**Gate-type map**

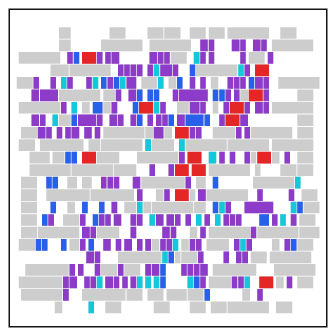
**Met2 routing**

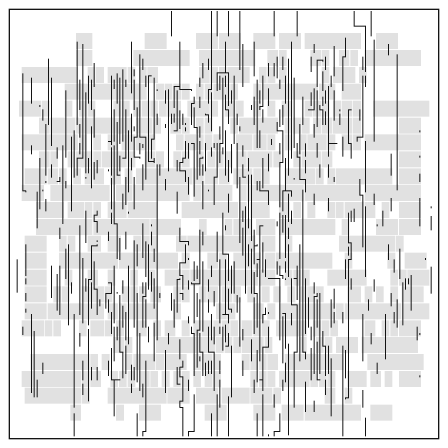
**Metal 3**

Scale bar: 20 um.
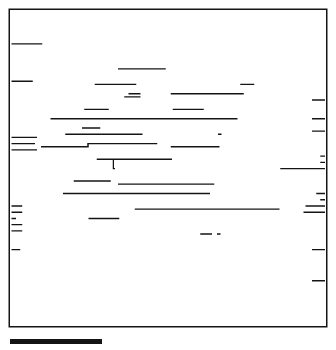
File: src/rtl/share_encoder_pkg.sv
// Shared definitions for the two-share Boolean masking encoder:
// encoder FSM states, mask generator width, default seed and LFSR taps.
package share_encoder_pkg;

   localparam int LFSR_W = 16;

   // Seed used out of reset and whenever an all-zero seed is loaded.
   // An all-zero LFSR would lock up and emit constant masks.
   localparam logic [LFSR_W-1:0] SEED_DEFAULT = 16'hACE1;

   // Feedback taps: bits 0, 2, 3 and 5.
   localparam logic [LFSR_W-1:0] LFSR_TAPS = 16'h002D;

   typedef enum logic {
      UNSEEDED = 1'b0,
      RUN      = 1'b1
   } enc_state_t;

   // One Fibonacci step: the feedback bit enters at the top and the state
   // shifts towards bit 0.
   function automatic logic [LFSR_W-1:0] lfsr_step(input logic [LFSR_W-1:0] s);
      return {^(s & LFSR_TAPS), s[LFSR_W-1:1]};
   endfunction

endpackage

File: src/rtl/share_encoder_mask_lfsr.sv
// Mask generator for the share encoder. Each consumed encoding uses three
// state bits (two masks and one refresh bit), so the register moves three
// single steps at once. This way no two encodings ever see the same state.
module mask_lfsr
   import share_encoder_pkg::*;
#(
   parameter logic [LFSR_W-1:0] RESET_SEED = SEED_DEFAULT
) (
   input  logic              clk,
   input  logic              rst_n,
   input  logic              load,
   input  logic [LFSR_W-1:0] seed,
   input  logic              advance,
   output logic [LFSR_W-1:0] state
);

   logic [LFSR_W-1:0] state_q;
   logic [LFSR_W-1:0] state_d;

   // Next state: a load replaces the state (never with zero); an advance
   // moves three steps; otherwise hold.
   always_comb begin
      state_d = state_q;
      if (load) begin
         state_d = (seed == '0) ? RESET_SEED : seed;
      end else if (advance) begin
         state_d = lfsr_step(lfsr_step(lfsr_step(state_q)));
      end
   end

   // State register.
   always_ff @(posedge clk or negedge rst_n) begin
      if (!rst_n) begin
         state_q <= RESET_SEED;
      end else begin
         state_q <= state_d;
      end
   end

   assign state = state_q;

endmodule

File: src/rtl/share_encoder.sv
// Two-share Boolean masking encoder. It accepts a plaintext pair (A, B)
// over a valid/ready handshake and emits the registered shares
// A0 = A ^ mA, A1 = mA, B0 = B ^ mB, B1 = mB together with a fresh refresh
// bit rN. The masks come from an LFSR that must be seeded after reset.
//
// Handshake: a transfer happens on a rising edge where valid and ready are
// both high. Upstream (i_valid/o_ready) must hold its pair until accepted.
// Downstream (o_valid/i_ready) sees stable outputs while o_valid is high
// and i_ready is low.
module share_encoder #(
   parameter int                LFSR_W       = share_encoder_pkg::LFSR_W,
   parameter logic [LFSR_W-1:0] SEED_DEFAULT = share_encoder_pkg::SEED_DEFAULT
) (
   input  logic              clk,
   input  logic              rst_n,
   input  logic              i_seed_load,
   input  logic [LFSR_W-1:0] i_seed,
   input  logic              i_valid,
   output logic              o_ready,
   input  logic              i_A,
   input  logic              i_B,
   output logic              o_valid,
   input  logic              i_ready,
   output logic              o_A0,
   output logic              o_A1,
   output logic              o_B0,
   output logic              o_B1,
   output logic              o_rN,
   output logic [15:0]       o_count
);

   import share_encoder_pkg::*;

   enc_state_t        state_q;
   enc_state_t        state_d;
   logic              accept;
   logic [LFSR_W-1:0] lfsr_state;

   // FSM state register.
   always_ff @(posedge clk or negedge rst_n) begin
      if (!rst_n) begin
         state_q <= UNSEEDED;
      end else begin
         state_q <= state_d;
      end
   end

   // FSM next state: any seed load moves to (or stays in) RUN.
   always_comb begin
      state_d = state_q;
      if (i_seed_load) begin
         state_d = RUN;
      end
   end

   // A seed load takes priority over accepting a pair, so the new seed is
   // never mixed with masks drawn in the same cycle.
   assign o_ready = (state_q == RUN) && !i_seed_load && (!o_valid || i_ready);
   assign accept  = i_valid && o_ready;

   mask_lfsr #(
      .RESET_SEED(SEED_DEFAULT)
   ) u_lfsr (
      .clk     (clk),
      .rst_n   (rst_n),
      .load    (i_seed_load),
      .seed    (i_seed),
      .advance (accept),
      .state   (lfsr_state)
   );

   // Output share register: the only pipeline stage. It loads on accept,
   // drops valid when drained with nothing new behind it, and holds
   // otherwise.
   always_ff @(posedge clk or negedge rst_n) begin
      if (!rst_n) begin
         o_valid <= 1'b0;
         o_A0    <= 1'b0;
         o_A1    <= 1'b0;
         o_B0    <= 1'b0;
         o_B1    <= 1'b0;
         o_rN    <= 1'b0;
      end else if (accept) begin
         o_valid <= 1'b1;
         o_A0    <= i_A ^ lfsr_state[0];
         o_A1    <= lfsr_state[0];
         o_B0    <= i_B ^ lfsr_state[1];
         o_B1    <= lfsr_state[1];
         o_rN    <= lfsr_state[2];
      end else if (i_ready) begin
         o_valid <= 1'b0;
      end
   end

   // Accepted-encoding counter: saturates, survives reseeding.
   always_ff @(posedge clk or negedge rst_n) begin
      if (!rst_n) begin
         o_count <= 16'h0000;
      end else if (accept && (o_count != 16'hFFFF)) begin
         o_count <= o_count + 16'h0001;
      end
   end

endmodule

File: config.mk
export PLATFORM = sky130hd
export DESIGN_NAME = share_encoder
export DESIGN_NICKNAME = d
export VERILOG_FILES = /design/src/rtl/share_encoder_pkg.sv /design/src/rtl/share_encoder_mask_lfsr.sv /design/src/rtl/share_encoder.sv
export SDC_FILE = /design/constraint.sdc
export NUM_CORES = 1
export LEC_CHECK = 0
export ABC_AREA = 1
export CORE_UTILIZATION = 51
export CTS_CLUSTER_DIAMETER = 60
export CTS_CLUSTER_SIZE = 40
export DETAILED_ROUTE_END_ITERATION = 16
export GPL_TIMING_DRIVEN = 0
export PLACE_DENSITY = 0.79
export SKIP_CTS_REPAIR_TIMING = 1
export SYNTH_ARGS = -nofsm -noshare
export SYNTH_HDL_FRONTEND = slang
export SYNTH_SLANG_ARGS = --single-unit
File: constraint.sdc
create_clock -name clk -period 1.58 [get_ports clk]
set_input_delay 0.158 -clock clk [delete_from_list [all_inputs] [get_ports clk]]
set_output_delay 0.158 -clock clk [all_outputs]
set_load 0.01 [all_outputs]
==> impl_metrics.tcl <==
# flow metrics
set metrics [dict create \
    power.density_cell_area_mw_per_mm2 975 \
    ys_area_mm2 0.00228 \
    holdWs_ns -0.0205 \
    antenna_found_initial 0 \
    endpoint_kind "flop" \
    synth-edff-count 0 \
    cp-startpoint "o_count[0]$_DFFE_PN0P_" \
    final_nets 406 \
    violations "negative hold slack" \
    tns_ns 0 \
    stdcell_count 433 \
    drt.antenna.violating_nets 0 \
    final_common_cell "nand2_1" \
    relSlewSlack_pct 42.0 \
    tightest_slew_ns 0.869 \
    cp_data_required_time_ns 1.76 \
    cap_violations 0 \
    p_total_mw 2.90 \
    hold_violations 9 \
    reg2reg_to "o_count[2]$_DFFE_PN0P_" \
    dp_hpwl_um 3800 \
    placed_cell_area_mm2 0.00279 \
    finalClockSkew_ns 0.00376 \
    regArea_um2 987 \
    routed_via_density 5.00 \
    status "finished with violations" \
    worstSetupPathType "flop to flop" \
    final_util_pct 71.7 \
    grt_pass1_wl_um 8620 \
    syn_avg_cell_area_um2 7.05 \
    pre_cts_ws_ns -0.577 \
    overflow 0 \
    synth_seq_share_pct 43.2 \
    final_max_slew_viol_count 0 \
    htree_levels 2 \
    die_h_um 68.9 \
    warning_count 26 \
    fp_util_pct 55.1 \
    num_vias 2166 \
    crit_end "o_count[2]$_DFFE_PN0P_" \
    peakVddDrop_uv 1100 \
    r2r-start "o_count[0]$_DFFE_PN0P_" \
    synth_top_cell_by_area "dfrtp_1" \
]
-- 'gate-type map' (at the start) --
| family | colour | cells | most used |
|---|---|---|---|
| NAND gates | purple | 168 | nand2_1 |
| XOR/XNOR gates | red | 14 | xnor2_1 |
| NOR gates | blue | 41 | nor2_1 |
| inverters | cyan | 31 | inv_1 |

-- 'met2 routing' (at the start) --
share of all routed wire: 44%
nets with wire on the layer: 310
main direction: vertical
longest straight run: 28.2 um

-- 'metal 3' (at the start) --
main direction: horizontal
share of all routed wire: 6.4%

==> registers in the layout (all words and copies together), names as in the netlist <==
| signal | cells |
|---|---|
| o_rN | 1 |
| state_q | 1 |
| o_valid | 1 |
| o_A0 | 1 |
| o_count | 16 |
| u_lfsr.state | 16 |
| o_A1 | 1 |
| o_B1 | 1 |
| o_B0 | 1 |
==> critical path, stage by stage (launching register included) <==
cell and delay [ns]:
dfrtp_1 0.44, ha_4 0.18, inv_1 0.06, nor2_4 0.14
nand3_4 0.11, nand2_4 0.12, nand2_4 0.09, buf_6 0.15
nand2_1 0.06, nand2_1 0.05
==> layer usage <==
layer | part of all wire [%] | global-route usage (%)
met5 | 0 | 0
met4 | 0.83 | 7.65
met3 | 6.4 | 4.11
met2 | 44 | 36.8
met1 | 49 | 36.1
==> logic make-up after synthesis <==
group | count (synthesis) | synth area share, %
XOR/XNOR | 14 | 5.37
AND/OR/NAND/NOR | 209 | 38.6
flip-flops | 39 | 43.2
adder cells (fa/ha/maj) | 1 | 0.548
buffers and inverters | 40 | 7.23
multiplexers | 1 | 0.438
AND-OR/OR-AND | 20 | 4.71
==> layout make-up <==
cell class	count	area share, %
well taps	50	2.11
plain buffers	9	1.73
repair buffers	51	16.8
multi-input cells	245	38.8
clock buffers	8	3.37
inverters	31	3.96
flip-flops and latches	39	33.2
==> Yosys cell counts, types with 4 or more instances <==
cell type  count
xor2_1         6
nand3_1       30
nand2_1      130
o21ai_0       13
xnor2_1        8
dfrtp_1       31
clkbuf_1       5
nor2_1        38
o22ai_1        4
dfstp_2        8
inv_1         28
==> power by group <==
part	internal (mW)	switching [mW]	total, mW
combinational	0.427	0.414	0.841
clock	0.399	0.335	0.733
sequential	1.17	0.157	1.32
total	1.99	0.906	2.90
Power figures rest on the tool's default switching activity, not on a simulated workload.
